### src/rtl/piso_frame_serializer.sv
// MSB-first framing serializer with valid/ready load and frame strobes.
// Optional even-parity trailer bit enabled by defining SERIALIZER_PARITY_EN.
module piso_frame_serializer #(
  parameter int unsigned WIDTH = 3
) (
  input  logic             clk,
  input  logic             rst,
  input  logic [WIDTH-1:0] din,
  input  logic             load_valid,
  output logic             load_ready,
  output logic             sout,
  output logic             sout_valid,
  output logic             frame_start,
  output logic             frame_end,
  output logic             busy
);

  localparam int unsigned CW = $clog2(WIDTH);

  typedef enum logic [1:0] {
    IDLE   = 2'd0,
    SHIFT  = 2'd1,
    PARITY = 2'd2
  } state_t;

  state_t           state, state_n;
  logic [CW-1:0]    cnt, cnt_n;
  logic [WIDTH-1:0] shreg, shreg_n;
  logic             accept;
  logic             sout_n, sout_valid_n, frame_start_n, frame_end_n;
`ifdef SERIALIZER_PARITY_EN
  logic             par, par_n;
`endif

  // Ready in idle and in the final bit cycle so frames can abut with no gap.
  always_comb begin
    load_ready = 1'b0;
    if (!rst) begin
`ifdef SERIALIZER_PARITY_EN
      load_ready = (state == IDLE) || (state == PARITY);
`else
      load_ready = (state == IDLE) || ((state == SHIFT) && (cnt == '0));
`endif
    end
  end

  assign accept = load_valid & load_ready;

  // State, counter, shift register and registered outputs.
  always_ff @(posedge clk or posedge rst) begin
    if (rst) begin
      state       <= IDLE;
      cnt         <= '0;
      shreg       <= '0;
      sout        <= 1'b0;
      sout_valid  <= 1'b0;
      frame_start <= 1'b0;
      frame_end   <= 1'b0;
      busy        <= 1'b0;
`ifdef SERIALIZER_PARITY_EN
      par         <= 1'b0;
`endif
    end else begin
      state       <= state_n;
      cnt         <= cnt_n;
      shreg       <= shreg_n;
      sout        <= sout_n;
      sout_valid  <= sout_valid_n;
      frame_start <= frame_start_n;
      frame_end   <= frame_end_n;
      busy        <= sout_valid_n;
`ifdef SERIALIZER_PARITY_EN
      par         <= par_n;
`endif
    end
  end

  // Next-state: load on accept, otherwise shift down toward the frame end.
  always_comb begin
    state_n = state;
    cnt_n   = cnt;
    shreg_n = shreg;
`ifdef SERIALIZER_PARITY_EN
    par_n   = par;
`endif
    case (state)
      SHIFT: begin
        shreg_n = {shreg[WIDTH-2:0], 1'b0};
        cnt_n   = CW'(cnt - 1'b1);
        if (cnt == '0) begin
          cnt_n = '0;
`ifdef SERIALIZER_PARITY_EN
          state_n = PARITY;
`else
          state_n = IDLE;
`endif
        end
      end
      PARITY: begin
        state_n = IDLE;
        shreg_n = '0;
      end
      default: state_n = IDLE;
    endcase
    if (accept) begin
      state_n = SHIFT;
      cnt_n   = CW'(WIDTH - 1);
      shreg_n = din;
`ifdef SERIALIZER_PARITY_EN
      par_n   = ^din;
`endif
    end
  end

  // Output next-values, derived from where the FSM goes at this edge.
  always_comb begin
    sout_valid_n  = (state_n != IDLE);
    frame_start_n = accept;
    sout_n        = shreg_n[WIDTH-1];
`ifdef SERIALIZER_PARITY_EN
    if (state_n == PARITY) sout_n = par;
    frame_end_n   = (state_n == PARITY);
`else
    frame_end_n   = (state_n == SHIFT) && (cnt_n == '0);
`endif
  end

endmodule
### config.mk
export PLATFORM = sky130hd
export DESIGN_NAME = piso_frame_serializer
export DESIGN_NICKNAME = d
export VERILOG_FILES = /design/src/rtl/piso_frame_serializer.sv
export SDC_FILE = /design/constraint.sdc
export NUM_CORES = 1
export LEC_CHECK = 0
export CAP_MARGIN = 5
export CORE_AREA = 8 8 45 47
export DETAILED_ROUTE_END_ITERATION = 7
export DIE_AREA = 0 0 53 55
export PLACE_DENSITY = 0.56
export SLEW_MARGIN = 20
export SYNTH_ARGS = -nofsm -noshare
export SYNTH_HDL_FRONTEND = slang
export SYNTH_SLANG_ARGS = --single-unit
### constraint.sdc
create_clock -name clk -period 1.3 [get_ports clk]
set_input_delay 0.26 -clock clk [delete_from_list [all_inputs] [get_ports clk]]
set_output_delay 0.26 -clock clk [all_outputs]
set_load 0.03 [all_outputs]
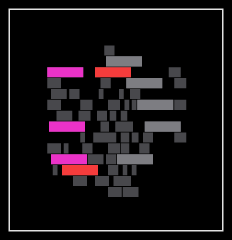
run_1/registers.png
(4 px per µm) Other sequential cells in the stronger grey, the rest of the logic in the fainter grey.
Key: red = state [flops 2]; magenta = shreg [flops 3]
Another 5 sequential cells are not coloured.

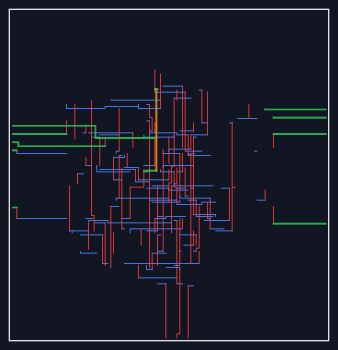
run_1/metal_stack.png
(6 px per µm)
Key: red = met2 [wire length 448 µm]; green = met3 [wire length 90.5 µm]; blue = met1 [wire length 304 µm]; orange = met4 [wire length 13.6 µm]

==> results.rst, run 1 <==
Run summary
-----------

.. list-table::
   :header-rows: 1

   * - Metric
     - Value
   * - Share of the clock period used by the worst path
     - 1.044
   * - Logic family by area
     - simple AND/OR/NAND/NOR gates
   * - Type of the tightest min-delay check
     - input pin to asynchronous set/reset pin
   * - Sequential power
     - 0.000387 W
   * - Clock network power
     - 0.000207 W
   * - Biggest regs
     - shreg x3, cnt x2, state x2
   * - Relative contribution of sequential cells to total power
     - 0.471
   * - Antenna-violating nets left
     - 0
   * - Buffer count excluding the clock tree in the final layout
     - 17
   * - Power density over the cells
     - 1305 nW/µm²
   * - Most heavily used metal layer in global routing
     - met2
   * - Clock tree from TritonCTS
     - built
   * - Unique cell types
     - 19
   * - Post-layout worst setup margin
     - -57.67 ps
   * - Yosys chip area
     - 422.9 µm²
   * - Kind of capture point of the worst setup path
     - output port
   * - Tot GR Track Use
     - 0.07497
   * - Multi-input logic portion of the cell area
     - 0.2704
   * - Synth async-reset ratio
     - 1.000
   * - Iteration-0 DRC count of the detailed router
     - 0
   * - Reg with most FFs
     - shreg
   * - Data arrival time of the critical path
     - 1100 ps
   * - Cells along the critical path
     - o21ai_2 -> and2_4 -> buf_6
   * - Top contributor to total power
     - sequential cells
   * - Total power
     - roughly 0.00082 W
   * - Pre-CTS WS
     - -91.46 ps
   * - Slowest cell delay on critical path
     - 390 ps
   * - Result of the run
     - finished with violations
   * - Largest type area fraction
     - 0.5917
   * - Final tally of setup violations
     - 1
   * - Share of synthesized cell area in and-or and or-and compound cells
     - 0.08876
   * - Max reg flops
     - 3
   * - Simple logic cell fraction of the synthesized area
     - 0.1686
   * - Number of enable-type register cells in the synthesized netlist
     - 0
   * - Global-route wire length before repair
     - 1524 µm
   * - Combinational share of power
     - 0.276
   * - Latest clock arrival within the worst-skew pair
     - around 260 ps
   * - Failing checks
     - negative setup slack
   * - Synth cell count leaders
     - sky130_fd_sc_hd__dfrtp_1 (10), sky130_fd_sc_hd__nand2_1 (4), sky130_fd_sc_hd__inv_1 (3)
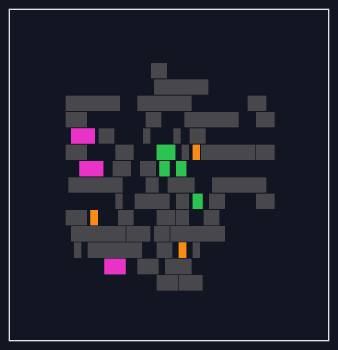
run_1/gate_families.png
(6 px per µm)
Key: green = inverting AOI/OAI gates [cells 4, where centre]; orange = inverters [cells 3]; magenta = multiplexers [cells 3]

==> inputs of run 2 (changes only) <==
Settings changed: TNS_END_PERCENT set to 100.
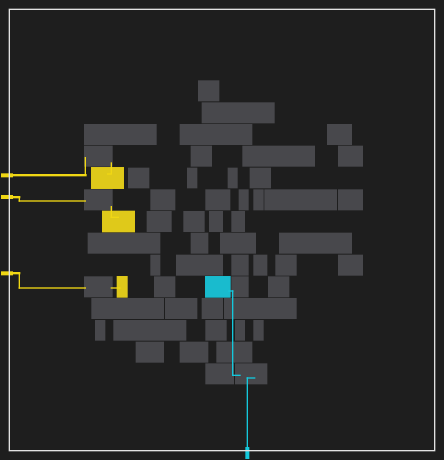
run_2/port_nets.png
(8 px per µm)
Key: yellow = din [bits 3, direction input, edge left, end cells 3, wire 36.7 µm]; cyan = load_ready [bits 1, direction output, edge bottom, end cells 1, wire 21.5 µm]

==> results.rst, run 2 <==
Run summary
-----------

.. list-table::
   :header-rows: 1

   * - Metric
     - Value
   * - Share of the clock period used by the worst path
     - 1.044 (unchanged)
   * - Routed wl met3
     - 90 µm (unchanged)
   * - Multi-input logic portion of the cell area
     - 0.2704 (unchanged)
   * - Share of synthesized cell area in and-or and or-and compound cells
     - 0.08876 (unchanged)
   * - Inserted Clock Buffers
     - 3 (unchanged)
   * - Clock tree from TritonCTS
     - built (unchanged)
   * - Buffer count excluding the clock tree in the final layout
     - 17 (unchanged)
   * - Cells along the critical path
     - o21ai_2 -> and2_4 -> buf_6 (unchanged)
   * - Time the final worst path needs with I/O delays and setup
     - 1358 ps (unchanged)
   * - Biggest regs
     - shreg x3, cnt x2, state x2 (unchanged)
   * - Pre-CTS WS
     - -91.46 ps (unchanged)
   * - Type of the tightest min-delay check
     - input pin to asynchronous set/reset pin (unchanged)
   * - Total power
     - 0.0008214 W (unchanged)
   * - Inserted tap cell count
     - 16 (unchanged)
   * - Logic family by area
     - simple AND/OR/NAND/NOR gates (unchanged)
   * - Yosys chip area
     - 422.9 µm² (unchanged)
   * - Most heavily used metal layer in global routing
     - met2 (unchanged)
   * - Power density over the cells
     - 1305 nW/µm² (unchanged)
   * - Initial antenna violation count
     - 0 (unchanged)
   * - Latest clock arrival within the worst-skew pair
     - 260 ps (about the same)
   * - Kind of capture point of the worst setup path
     - output port (unchanged)
   * - Required @ worst endpoint
     - 1040 ps (about the same)
   * - Area post-placement
     - 548.0 µm² (unchanged)
   * - Top contributor to total power
     - sequential cells (unchanged)
   * - Failing checks
     - negative setup slack (unchanged)
   * - Xor/xnor share
     - 0.02071 (unchanged)
   * - Post-layout worst setup margin
     - -57.67 ps (unchanged)
   * - Simple logic cell fraction of the synthesized area
     - 0.1686 (unchanged)
   * - Unique cell types
     - 19 (unchanged)
   * - Relative contribution of sequential cells to total power
     - 0.471 (about the same)
   * - Synth cell count leaders
     - sky130_fd_sc_hd__dfrtp_1 (10), sky130_fd_sc_hd__nand2_1 (4), sky130_fd_sc_hd__inv_1 (3) (unchanged)
   * - Result of the run
     - finished with violations (unchanged)
   * - Tot GR Track Use
     - 0.07497 (unchanged)
   * - Final tally of setup violations
     - 1 (unchanged)
   * - Slowest cell delay on critical path
     - 390 ps (about the same)
   * - Max reg flops
     - 3 (unchanged)
   * - Reg with most FFs
     - shreg (unchanged)
   * - Combinational share of power
     - 0.276 (about the same)
   * - Synthesis-to-finish area growth
     - 48.82% (unchanged)
   * - Antenna-violating nets left
     - 0 (unchanged)
   * - Synth async-reset ratio
     - 1.000 (unchanged)
   * - Number of enable-type register cells in the synthesized netlist
     - 0 (unchanged)
   * - Clock network power
     - 0.000207 W (about the same)
   * - Global-route wire length before repair
     - 1524 µm (unchanged)
   * - Reg-to-reg critical path startpoint
     - state[0]$_DFF_PP0_ (unchanged)
   * - Data arrival time of the critical path
     - 1100 ps (about the same)
   * - Sequential power
     - 0.000387 W (about the same)
   * - Post-synth mux share
     - 0.07692 (unchanged)
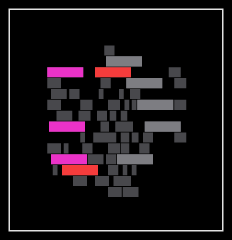
run_2/registers.png
(4 px per µm) Other sequential cells in the stronger grey, the rest of the logic in the fainter grey.
Key: magenta = shreg [flops 3]; red = state [flops 2]
Another 5 sequential cells are not coloured.

Power is estimated from default activity; no workload was simulated.
